==> src/rtl/bus_arbiter_rr_pkg.sv <==
// Shared owner encoding and active-low grant helpers for the round-robin bus arbiter.
package bus_arbiter_rr_pkg;

  localparam int BUS_OWNER_W = 2;
  typedef logic [BUS_OWNER_W-1:0] bus_owner_t;

  localparam bus_owner_t BUS_OWNER_MASTER_0 = 2'd0;
  localparam bus_owner_t BUS_OWNER_MASTER_1 = 2'd1;
  localparam bus_owner_t BUS_OWNER_MASTER_2 = 2'd2;
  localparam bus_owner_t BUS_OWNER_MASTER_3 = 2'd3;

  localparam logic ENABLE_  = 1'b0;
  localparam logic DISABLE_ = 1'b1;

  // Active-low one-cold grant vector, bit K belongs to master K.
  function automatic logic [3:0] grant_decode(input bus_owner_t owner);
    logic [3:0] grnt;
    grnt        = {4{DISABLE_}};
    grnt[owner] = ENABLE_;
    return grnt;
  endfunction

endpackage

==> src/rtl/bus_arb_rr_pick.sv <==
// Round-robin scan: first requesting master after the current owner, wrapping mod 4.
module bus_arb_rr_pick
  import bus_arbiter_rr_pkg::*;
(
  input  logic [3:0] req_n,
  input  bus_owner_t owner,
  output bus_owner_t next_pick,
  output logic       others_req
);

  bus_owner_t idx;

  always_comb begin
    next_pick  = owner;
    others_req = 1'b0;
    idx        = owner;
    for (int i = 3; i >= 1; i--) begin
      // Scanned farthest-first so the nearest requester wins the last write.
      idx = owner + BUS_OWNER_W'(i);
      if (req_n[idx] == ENABLE_) begin
        next_pick  = idx;
        others_req = 1'b1;
      end
    end
  end

endmodule

==> src/rtl/bus_arbiter_rr.sv <==
// Four-master round-robin bus arbiter with active-low handshakes and optional tenure limit.
module bus_arbiter_rr
  import bus_arbiter_rr_pkg::*;
#(
  parameter int MAX_HOLD   = 0,
  parameter int HOLD_CNT_W = 8
) (
  input  logic             clk,
  input  logic             reset,
  input  logic             m0_req_,
  input  logic             m1_req_,
  input  logic             m2_req_,
  input  logic             m3_req_,
  input  logic             m0_as_,
  input  logic             m1_as_,
  input  logic             m2_as_,
  input  logic             m3_as_,
  output logic             m0_grnt_,
  output logic             m1_grnt_,
  output logic             m2_grnt_,
  output logic             m3_grnt_,
  output logic [1:0]       owner,
  output logic             preempt
);

  localparam bit TENURE_EN = (MAX_HOLD != 0);
  localparam logic [HOLD_CNT_W-1:0] HOLD_LIMIT =
    HOLD_CNT_W'((MAX_HOLD == 0) ? 0 : MAX_HOLD - 1);

  logic [3:0]            req_n;
  logic [3:0]            as_n;
  logic [3:0]            grnt_q;
  bus_owner_t            owner_q;
  bus_owner_t            next_pick;
  logic                  others_req;
  logic [HOLD_CNT_W-1:0] hold_cnt;
  logic                  preempt_q;
  logic                  owner_req;
  logic                  owner_busy;
  logic                  expired;

  assign req_n = {m3_req_, m2_req_, m1_req_, m0_req_};
  assign as_n  = {m3_as_, m2_as_, m1_as_, m0_as_};

  bus_arb_rr_pick u_pick (
    .req_n      (req_n),
    .owner      (owner_q),
    .next_pick  (next_pick),
    .others_req (others_req)
  );

  assign owner_req  = (req_n[owner_q] == ENABLE_);
  assign owner_busy = (as_n[owner_q] == ENABLE_);
  assign expired    = TENURE_EN && (hold_cnt >= HOLD_LIMIT);

  // Grant lines are kept in their own flops, updated on the same edge as the
  // owner, so the slave mux select never sees decode hazards.
  always_ff @(posedge clk) begin
    if (reset) begin
      owner_q   <= BUS_OWNER_MASTER_0;
      grnt_q    <= grant_decode(BUS_OWNER_MASTER_0);
      hold_cnt  <= '0;
      preempt_q <= 1'b0;
    end else begin
      preempt_q <= 1'b0;
      if (!owner_req && others_req) begin
        owner_q  <= next_pick;
        grnt_q   <= grant_decode(next_pick);
        hold_cnt <= '0;
      end else if (owner_req && others_req && expired && !owner_busy) begin
        owner_q   <= next_pick;
        grnt_q    <= grant_decode(next_pick);
        hold_cnt  <= '0;
        preempt_q <= 1'b1;
      end else if (owner_req && others_req) begin
        // Covers an expired tenure stalled by an access in flight as well.
        if (hold_cnt != '1) hold_cnt <= hold_cnt + 1'b1;
      end else begin
        hold_cnt <= '0;
      end
    end
  end

  assign {m3_grnt_, m2_grnt_, m1_grnt_, m0_grnt_} = grnt_q;
  assign owner   = owner_q;
  assign preempt = preempt_q;

endmodule

==> config.mk <==
export PLATFORM = sky130hd
export DESIGN_NAME = bus_arbiter_rr
export DESIGN_NICKNAME = d
export VERILOG_FILES = /design/src/rtl/bus_arbiter_rr_pkg.sv /design/src/rtl/bus_arb_rr_pick.sv /design/src/rtl/bus_arbiter_rr.sv
export SDC_FILE = /design/constraint.sdc
export NUM_CORES = 1
export LEC_CHECK = 0
export CAP_MARGIN = 25
export CORE_AREA = 2 2 39 41
export DETAILED_ROUTE_END_ITERATION = 8
export DIE_AREA = 0 0 41 43
export SKIP_LAST_GASP = 1
export SYNTH_ARGS = -nofsm -noshare
export SYNTH_HDL_FRONTEND = slang
export SYNTH_HIERARCHICAL = 1
export SYNTH_SLANG_ARGS = --single-unit
==> constraint.sdc <==
create_clock -name clk -period 1.7 [get_ports clk]
set_input_delay 0.34 -clock clk [delete_from_list [all_inputs] [get_ports clk]]
set_output_delay 0.34 -clock clk [all_outputs]
set_load 0.005 [all_outputs]
### The clock network

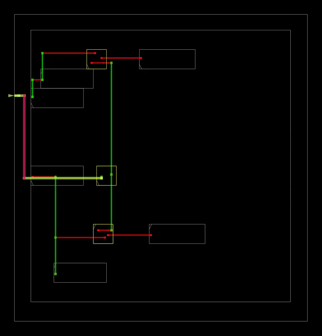
Clock Skew: 0.00266 ns
FFs & Latches: 6
total CTS buffers: 3
Clock Sink Count: 6
Insertion Delay late pin: 0.24 ns

### Floorplan with the power grid

Pins as bars on the die edge.
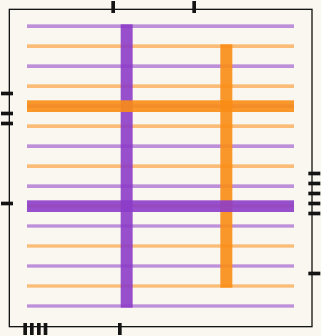
Key: orange = VDD; purple = VSS
17 signal pins sit on the boundary. 2 straps on met4. 2 straps on met5. 15 met1 rails follow the rows. The core has 14 rows.

### Metal layers overlaid

Two of the layers only.
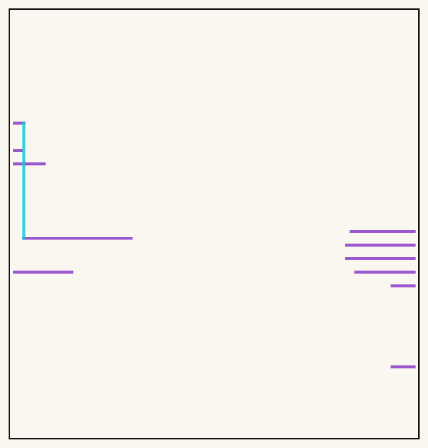
Key: cyan = met4 [wire length 11.6 µm]; purple = met3 [wire length 51.3 µm]

==> impl_metrics.py <==
# Auto-generated metrics
metrics = {
    "setup_path": {
        "cp_slowest_cell": "clkdlybuf4s50_1",
        "critPathKind": "input pin to flip-flop",
        "timing.rr.start": "owner[1]$_SDFFE_PP0P_",
        "reg2reg_setup_slack_ns": 0.19,
        "cp.depth": 7,
        "crit_path_start_kind": "input pin",
        "worstPathRequired_ns": 1.82,
        "cp_max_fo": 6,
        "startpoint": "m1_req_",
        "cp_data_arrival_time_ns": 1.76,
        "r2r_cells": 6,
        "crit_end": "grnt_q[2]$_SDFFE_PP1P_",
    },
    "clock_network": {
        "cts.path.max_buffers": 2,
        "clkSlewWorstSetupHoldPaths_ns": 0.04,
        "cts.htree.levels": 1,
        "cts-root-buf": "clkbuf_4",
        "cts_setup_buffers": 0,
    },
    "synth": {
        "synthDistinctLibCells": 23,
        "topCellsByArea": "dfxtp_1 27%, mux2i_1 20%, nand2b_1 7.1%, nor2_1 5.1%, nand2_1 4.2%",
        "yosys-top-cells-count": "9 x mux2i_1, 6 x dfxtp_1, 6 x nor2_1",
        "ys_sh_simple": 0.299,
        "synth_dominant_cell_count": "mux2i_1",
        "synthArstFlopShare": 0,
        "synthesis.nets": 65,
        "synth_cells": 55,
        "synth-main-ff-cell": "dfxtp_1",
        "ys_sh_mux": 0.203,
        "topCombFamilyByArea": "simple AND/OR/NAND/NOR gates",
        "ys_sh_aoi": 0.141,
        "largest_area_cell": "dfxtp_1",
        "synth_stat.cells": 55,
        "synth.cell_area_um2": 443,
        "yosys_area_um2": 443,
        "synth_adder_area_share": 0,
        "postSynthSeqShare": 0.271,
        "ys_ff": 6,
        "edf_count": 0,
        "top_area_frac": 0.271,
    },
    "detailed_routing": {
        "dr_wl_met2_um": 446,
        "wl_per_cell_um": 10.2,
        "dr.pass1.iters": 4,
        "wl_met1_um": 430,
        "dr_wl_met3_um": 51,
        "drcViolationCount": 0,
        "drt_iter0_drc": 3,
        "vias": 445,
        "vias_per_cell": 4.84,
    },
    "final_timing": {
        "hold_ws_ns": 0.473,
        "finalSetupViolations": 0,
        "setup-tns-final_ns": 0,
        "rsz0062_at_grt": "yes",
        "period_minus_slack_ns": 1.64,
        "clock.fmax_mhz": 610,
        "worst_slack_ns": 0.0613,
        "drv_slew": 0,
    },
    "placed_design": {
        "io_buffers": 11,
        "dp.cells": 89,
        "gp_congestion": 0.635,
        "dp_slack_ns": -0.284,
    },
    "power_and_ir_drop": {
        "p_sw_uw": 298,
        "seqPwrFrac": 0.265,
        "p_leak_nw": 0.294,
        "swShare": 0.335,
        "p_per_area_nw_per_um2": 1320,
        "ir_drop_mv": 0.543,
        "combPwrFrac": 0.591,
        "power.share.clock": 0.144,
        "p_int_uw": 591,
    },
    "grt": {
        "grt-ovfl-total": 0,
        "grtUsageMet2": 0.166,
        "grt_antenna_before_repair": 0,
        "grt_pass1_wl_mm": 1.40,
        "grt_max_degree": 13,
        "grtUsageMet3": 0.0157,
        "grt.busiest_layer": "met2",
        "grtUsageTotal": 0.120,
    },
    "run_status": {
        "status": "complete, no violations",
    },
    "floorplan": {
        "initial_utilization": 0.320,
        "ioPinCount": 17,
        "die_w_um": 41,
        "fp.coreArea_um2": 1380,
        "nWellTaps": 16,
        "die_area_um2": 1760,
        "num_rows": 14,
    },
    "finish": {
        "post-route-util": 0.486,
        "drive_gt1_frac": 0.263,
        "largest_reg_flops": 4,
        "seq_area_um2": 123,
        "area_growth_pct": 51.7,
        "clock_buffers": 3,
        "regMostFlops": "grnt_q",
        "clock_cell_area_share": 0.0335,
        "largest_class": "multi-input combinational cells",
        "nMultiInputCombCells": 44,
        "buffers": 22,
        "buffer_area_frac": 0.291,
        "layout.area.comb_um2": 308,
        "comb_area_frac": 0.458,
        "final_common_cell": "buf_4",
        "diodes": 0,
        "mostFrequentLayoutCells": "11 x buf_4, 10 x clkdlybuf4s50_1, 9 x mux2i_1",
        "final_nets": 88,
        "fillCellCount": 146,
    },
    "min_path": {
        "hold_path_class": "flip-flop to flip-flop",
        "min_path_cells": 2,
        "min_to": "grnt_q[0]$_SDFFE_PP0P_",
        "hold_path.startpoint": "grnt_q[0]$_SDFFE_PP0P_",
    },
    "job": {
        "drv_cap": 0,
        "warnings": 31,
    },
}
### Placement by cell class

Bar = 10 µm.
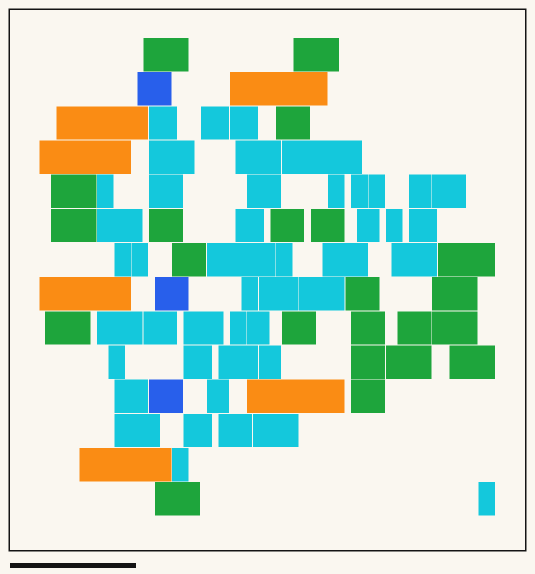
Key: green = other buffers and delay cells [cells 22, share of their area 30%]; cyan = all other logic [cells 45, share of their area 48%]; orange = flops [cells 6, share of their area 19%]; blue = cells driving clock nets [cells 3, share of their area 3.5%]

### Clock network drawn from the DEF

Bar = 10 µm.
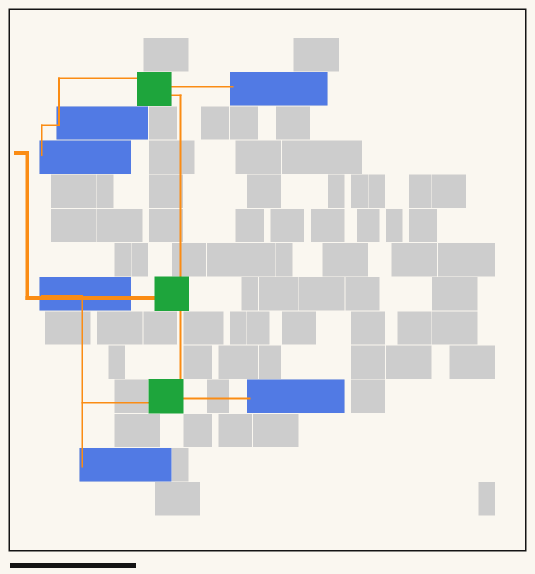
Key: orange = clock wires [length 102 µm]; blue = flip-flops [count 6]; green = cells driving clock nets [count 3]
There are 4 routed clock nets.

[power groups by stage]
| stage | Combinational (mW) | Clock [mW] | Sequential, mW |
|---|---|---|---|
| 6_report | 0.526 | 0.128 | 0.235 |
| 5_1_grt | 0.569 | 0.146 | 0.245 |
| 4_1_cts | 0.495 | 0.138 | 0.232 |
| 3_5_place_dp | 0.491 | 0 | 0.234 |
| 3_3_place_gp | 0.490 | 0 | 0.233 |
| 2_1_floorplan | 0.285 | 0 | 0.242 |
[worst reg2reg max path, stage by stage (launching register included)]
cell,delay [ns]
dfxtp_2,0.38
mux2i_1,0.21
nor2_1,0.06
nor2_1,0.13
or2b_1,0.25
o22a_4,0.24
mux2i_1,0.13
